==> config.mk <==
export PLATFORM = sky130hd
export DESIGN_NAME = motion_diff_stream_flat
export DESIGN_NICKNAME = d
export VERILOG_FILES = /design/src/rtl/motion_diff_if.sv /design/src/rtl/motion_diff_stream.sv /design/src/flat_wrapper.sv
export SDC_FILE = /design/constraint.sdc
export NUM_CORES = 1
export LEC_CHECK = 0
export ABC_AREA = 0
export ABC_CLOCK_PERIOD_IN_PS = 17400
export CAP_MARGIN = 20
export CORE_MARGIN = 1.5
export CORE_UTILIZATION = 51
export CTS_CLUSTER_DIAMETER = 150
export DETAILED_ROUTE_END_ITERATION = 10
export PLACE_DENSITY = 0.83
export SYNTH_ARGS = -nofsm -noshare
export SYNTH_HDL_FRONTEND = slang
export SYNTH_SLANG_ARGS = --single-unit
export TNS_END_PERCENT = 100
==> constraint.sdc <==
create_clock -name clk -period 17.4 [get_ports clk]
set_clock_uncertainty 0.2 [all_clocks]
set_input_delay 2.61 -clock clk [delete_from_list [all_inputs] [get_ports clk]]
set_output_delay 2.61 -clock clk [all_outputs]
set_load 0.02 [all_outputs]
==> src/rtl/motion_diff_if.sv <==
// motion_diff_if: beat handshake, thresholds, per-lane diff output and frame summary of motion_diff_stream
// Ports: in_valid/in_ready/in_last/vec_new/vec_old, pix_thresh/count_thresh, out_valid/out_ready/vec_diff/lane_mask/out_last,
// frame_done/motion_count/frame_sad/motion_flag; master = beat producer and result consumer, slave = motion_diff_stream
interface motion_diff_if #(
    parameter int WIDTH     = 4,
    parameter int NUM_LANES = 4,
    parameter int CNT_W     = 16,
    parameter int SAD_W     = 24
);
    logic                       in_valid, in_ready, in_last;
    logic [NUM_LANES*WIDTH-1:0] vec_new, vec_old;
    logic [WIDTH-1:0]           pix_thresh;
    logic [CNT_W-1:0]           count_thresh;
    logic                       out_valid, out_ready, out_last;
    logic [NUM_LANES*WIDTH-1:0] vec_diff;
    logic [NUM_LANES-1:0]       lane_mask;
    logic                       frame_done, motion_flag;
    logic [CNT_W-1:0]           motion_count;
    logic [SAD_W-1:0]           frame_sad;
    modport master (
        output in_valid, in_last, vec_new, vec_old, pix_thresh, count_thresh, out_ready,
        input  in_ready, out_valid, vec_diff, lane_mask, out_last, frame_done, motion_count, frame_sad, motion_flag
    );
    modport slave (
        input  in_valid, in_last, vec_new, vec_old, pix_thresh, count_thresh, out_ready,
        output in_ready, out_valid, vec_diff, lane_mask, out_last, frame_done, motion_count, frame_sad, motion_flag
    );
endinterface

==> src/rtl/motion_diff_stream.sv <==
// motion_diff_stream: streaming lane-wise |new-old| with threshold mask and per-frame motion summary
// Ports: clk, reset_n (synchronous, active-low), bus (motion_diff_if.slave: input beat handshake, thresholds,
// registered diff beat, one-cycle frame_done with held motion_count/frame_sad/motion_flag)
// Build option: define MOTION_DIFF_SAD_EN to build the saturating frame SAD; otherwise frame_sad is tied to 0
module motion_diff_stream #(
    parameter int WIDTH     = 4,
    parameter int NUM_LANES = 4,
    parameter int CNT_W     = 16,
    parameter int SAD_W     = 24
) (
    input logic          clk,
    input logic          reset_n,
    motion_diff_if.slave bus
);
    localparam int PW = $clog2(NUM_LANES + 1);
    typedef enum logic [1:0] {S_IDLE, S_FRAME, S_DONE} state_t;
    state_t                     state, state_nxt;
    logic                       ov, rdy, hs, fin;
    logic [NUM_LANES*WIDTH-1:0] diff;
    logic [NUM_LANES-1:0]       mask;
    logic [PW-1:0]              pop;
    logic [CNT_W-1:0]           cnt, cnt_nxt;
    logic [CNT_W+PW-1:0]        cnt_sum;

    assign rdy            = reset_n && state != S_DONE && (!ov || bus.out_ready);
    assign hs             = bus.in_valid && rdy;
    assign fin            = hs && bus.in_last;
    assign bus.in_ready   = rdy;
    assign bus.out_valid  = ov;
    assign bus.frame_done = state == S_DONE;

    always_comb begin
        diff = '0;
        mask = '0;
        pop  = '0;
        for (int i = 0; i < NUM_LANES; i++) begin
            diff[i*WIDTH +: WIDTH] = bus.vec_new[i*WIDTH +: WIDTH] >= bus.vec_old[i*WIDTH +: WIDTH]
                ? bus.vec_new[i*WIDTH +: WIDTH] - bus.vec_old[i*WIDTH +: WIDTH]
                : bus.vec_old[i*WIDTH +: WIDTH] - bus.vec_new[i*WIDTH +: WIDTH];
            mask[i] = diff[i*WIDTH +: WIDTH] > bus.pix_thresh;
            pop     = pop + PW'(mask[i]);
        end
    end

    // widened sum: any carry into the top bits means the counter saturates
    assign cnt_sum = {{PW{1'b0}}, cnt} + (CNT_W+PW)'(pop);
    assign cnt_nxt = |cnt_sum[CNT_W+PW-1:CNT_W] ? '1 : cnt_sum[CNT_W-1:0];

    always_comb begin
        state_nxt = state == S_DONE ? S_IDLE : fin ? S_DONE : hs ? S_FRAME : state;
    end

    always_ff @(posedge clk) begin
        if (!reset_n) begin
            state            <= S_IDLE;
            ov               <= 1'b0;
            bus.vec_diff     <= '0;
            bus.lane_mask    <= '0;
            bus.out_last     <= 1'b0;
            cnt              <= '0;
            bus.motion_count <= '0;
            bus.motion_flag  <= 1'b0;
        end else begin
            state <= state_nxt;
            if (hs) begin
                bus.vec_diff  <= diff;
                bus.lane_mask <= mask;
                bus.out_last  <= bus.in_last;
                ov            <= 1'b1;
            end else if (bus.out_ready) begin
                ov <= 1'b0;
            end
            // the last beat publishes the summary including itself and restarts the accumulator
            if (hs)
                cnt <= bus.in_last ? '0 : cnt_nxt;
            if (fin) begin
                bus.motion_count <= cnt_nxt;
                bus.motion_flag  <= cnt_nxt >= bus.count_thresh;
            end
        end
    end

`ifdef MOTION_DIFF_SAD_EN
    localparam int SEW = WIDTH + PW;
    logic [SEW-1:0]       lane_sum;
    logic [SAD_W-1:0]     sad, sad_nxt, sad_q;
    logic [SAD_W+SEW-1:0] sad_sum;

    always_comb begin
        lane_sum = '0;
        for (int i = 0; i < NUM_LANES; i++)
            lane_sum = lane_sum + SEW'(diff[i*WIDTH +: WIDTH]);
    end

    assign sad_sum       = {{SEW{1'b0}}, sad} + (SAD_W+SEW)'(lane_sum);
    assign sad_nxt       = |sad_sum[SAD_W+SEW-1:SAD_W] ? '1 : sad_sum[SAD_W-1:0];
    assign bus.frame_sad = sad_q;

    always_ff @(posedge clk) begin
        if (!reset_n) begin
            sad   <= '0;
            sad_q <= '0;
        end else if (hs) begin
            sad <= bus.in_last ? '0 : sad_nxt;
            if (bus.in_last)
                sad_q <= sad_nxt;
        end
    end
`else
    assign bus.frame_sad = {SAD_W{1'b0}};
`endif
endmodule
==> src/flat_wrapper.sv <==
// flat-port wrapper written by rule: the top's interface ports become plain ports
module motion_diff_stream_flat 
#(
    parameter int WIDTH     = 4,
    parameter int NUM_LANES = 4,
    parameter int CNT_W     = 16,
    parameter int SAD_W     = 24
)
  (clk, reset_n, bus_in_valid, bus_in_last, bus_vec_new, bus_vec_old, bus_pix_thresh, bus_count_thresh, bus_out_ready, bus_in_ready, bus_out_valid, bus_vec_diff, bus_lane_mask, bus_out_last, bus_frame_done, bus_motion_count, bus_frame_sad, bus_motion_flag);
  motion_diff_if #(.WIDTH(WIDTH), .NUM_LANES(NUM_LANES), .CNT_W(CNT_W), .SAD_W(SAD_W)) bus_i ();
  input logic clk;
  input logic reset_n;
  input wire logic [$bits(bus_i.in_valid)-1:0] bus_in_valid;
  input wire logic [$bits(bus_i.in_last)-1:0] bus_in_last;
  input wire logic [$bits(bus_i.vec_new)-1:0] bus_vec_new;
  input wire logic [$bits(bus_i.vec_old)-1:0] bus_vec_old;
  input wire logic [$bits(bus_i.pix_thresh)-1:0] bus_pix_thresh;
  input wire logic [$bits(bus_i.count_thresh)-1:0] bus_count_thresh;
  input wire logic [$bits(bus_i.out_ready)-1:0] bus_out_ready;
  output wire logic [$bits(bus_i.in_ready)-1:0] bus_in_ready;
  output wire logic [$bits(bus_i.out_valid)-1:0] bus_out_valid;
  output wire logic [$bits(bus_i.vec_diff)-1:0] bus_vec_diff;
  output wire logic [$bits(bus_i.lane_mask)-1:0] bus_lane_mask;
  output wire logic [$bits(bus_i.out_last)-1:0] bus_out_last;
  output wire logic [$bits(bus_i.frame_done)-1:0] bus_frame_done;
  output wire logic [$bits(bus_i.motion_count)-1:0] bus_motion_count;
  output wire logic [$bits(bus_i.frame_sad)-1:0] bus_frame_sad;
  output wire logic [$bits(bus_i.motion_flag)-1:0] bus_motion_flag;
  assign bus_i.in_valid = bus_in_valid;
  assign bus_i.in_last = bus_in_last;
  assign bus_i.vec_new = bus_vec_new;
  assign bus_i.vec_old = bus_vec_old;
  assign bus_i.pix_thresh = bus_pix_thresh;
  assign bus_i.count_thresh = bus_count_thresh;
  assign bus_i.out_ready = bus_out_ready;
  assign bus_in_ready = bus_i.in_ready;
  assign bus_out_valid = bus_i.out_valid;
  assign bus_vec_diff = bus_i.vec_diff;
  assign bus_lane_mask = bus_i.lane_mask;
  assign bus_out_last = bus_i.out_last;
  assign bus_frame_done = bus_i.frame_done;
  assign bus_motion_count = bus_i.motion_count;
  assign bus_frame_sad = bus_i.frame_sad;
  assign bus_motion_flag = bus_i.motion_flag;
  motion_diff_stream #(.WIDTH(WIDTH), .NUM_LANES(NUM_LANES), .CNT_W(CNT_W), .SAD_W(SAD_W)) u_core (.clk(clk), .reset_n(reset_n), .bus(bus_i));
endmodule
Fig. 1: routing congestion
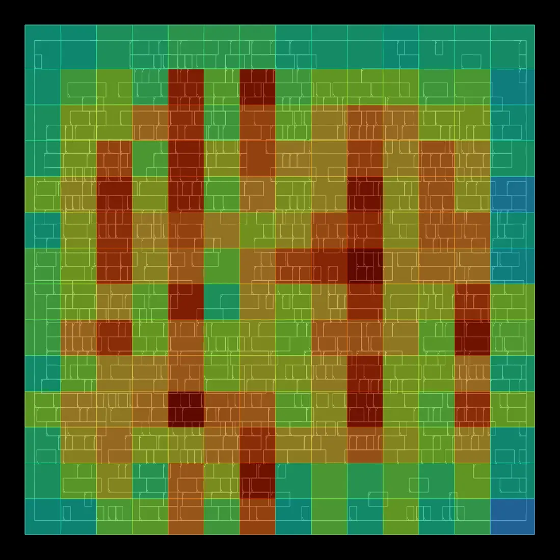
met3 usage: 0.0465
GRT busiest layer: met2
Final Util: 0.656

==> metrics.yaml <==
status: "finished, final reports clean"
comb_area_sq_um: 3050
ctsHoldBuffers: 0
io_pins: 122
r2r-start: "u_core.cnt[0]$_SDFFE_PN0P_"
logic_family: "adder cells"
warning_count: 38
largest_class: "multi-input combinational cells"
io_buffers: 97
ir_worst_vdd_mv: 0.0320
cts_max_level: 3
vias: 4376
synth_top_area_share: 0.247
seqCellArea_sq_um: 1140
period_used_share: 0.546
critical-path-top-delay-family: "adder cells"
layout.nonclk_buf_frac: 0.174
cts_buffers: 9
clk_pin_slew_worst_paths_ps: 60
layout.cells.most_common_list: "clkdlybuf4s50_1 (97), inv_1 (67), ha_1 (65)"
worst_pin_slew_ps: 1000
fin_crit_ps: 9500
wire_per_inst_microns: 15.1
overflow: 0
cp-start-kind: "input port"
multi_input_comb_cells: 428
num_rows: 34
yosys_area_sq_um: 4620
hold_viol: 0
clock_latency_ps: 340
power_top_consumer: "combinational logic"
max_stage_delay_ps: 540
seq_cell_count: 57
pwr-share-comb: 0.390
grt_pass1_vias: 4316
routabilityCongestion: 0.892
cp-startpoint: "bus_vec_old[4]"
cts_buffer_depth: 2
maxCapViolations: 0
max_slew_margin: 0.331
rrSetupSlack_ps: 13480
syn_inst: 576
Fig. 2: floorplan with the power grid
Scale bar: 20 microns. Pins as bars on the die edge. Tap cells in grey.
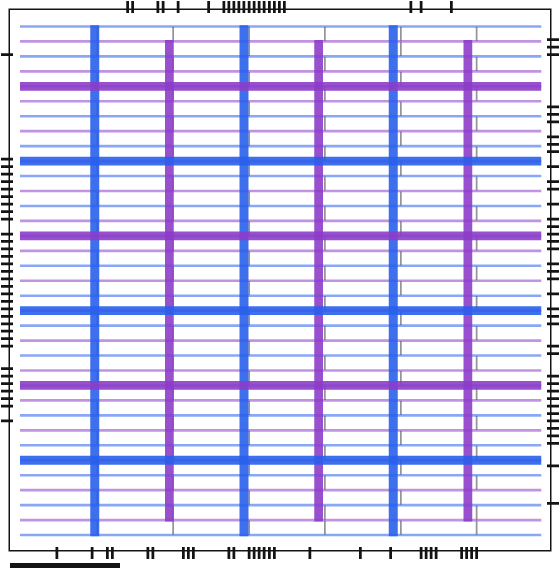
- blue: VSS
- purple: VDD
- signal pins: 122
- met4 straps: 6
- met5 straps: 6
- tap cells: 108
- met1 rails: 35

==> metrics by stage <==
step | std cells | hold slack, ps | util | cell area [sq um] | setup WS [ps]
final | 777 | 258 | 0.656 | 5750 | 7900
after global routing | 777 | 275 | 0.656 | 5750 | 7390
after CTS | 777 | 262 | 0.656 | 5750 | 7960
after detailed placement | 761 | 254 | 0.636 | 5570 | 7640
after global placement | 760 | 245 | 0.635 | 5570 | 7860
after floorplan | 599 | 231 | - | 4710 | 9070
==> routing by layer <==
metal / vias up / GRT usage / share of wire / routed length [microns]
met5: - / 0 / 0 / 0
met1: 2031 / 0.275 / 0.41 / 4810
met4: 0 / 0.111 / 0.029 / 335
met2: 157 / 0.442 / 0.50 / 5830
met3: 27 / 0.0465 / 0.064 / 745
li1: 2161 / - / - / -
Power and IR drop assume default switching activity.
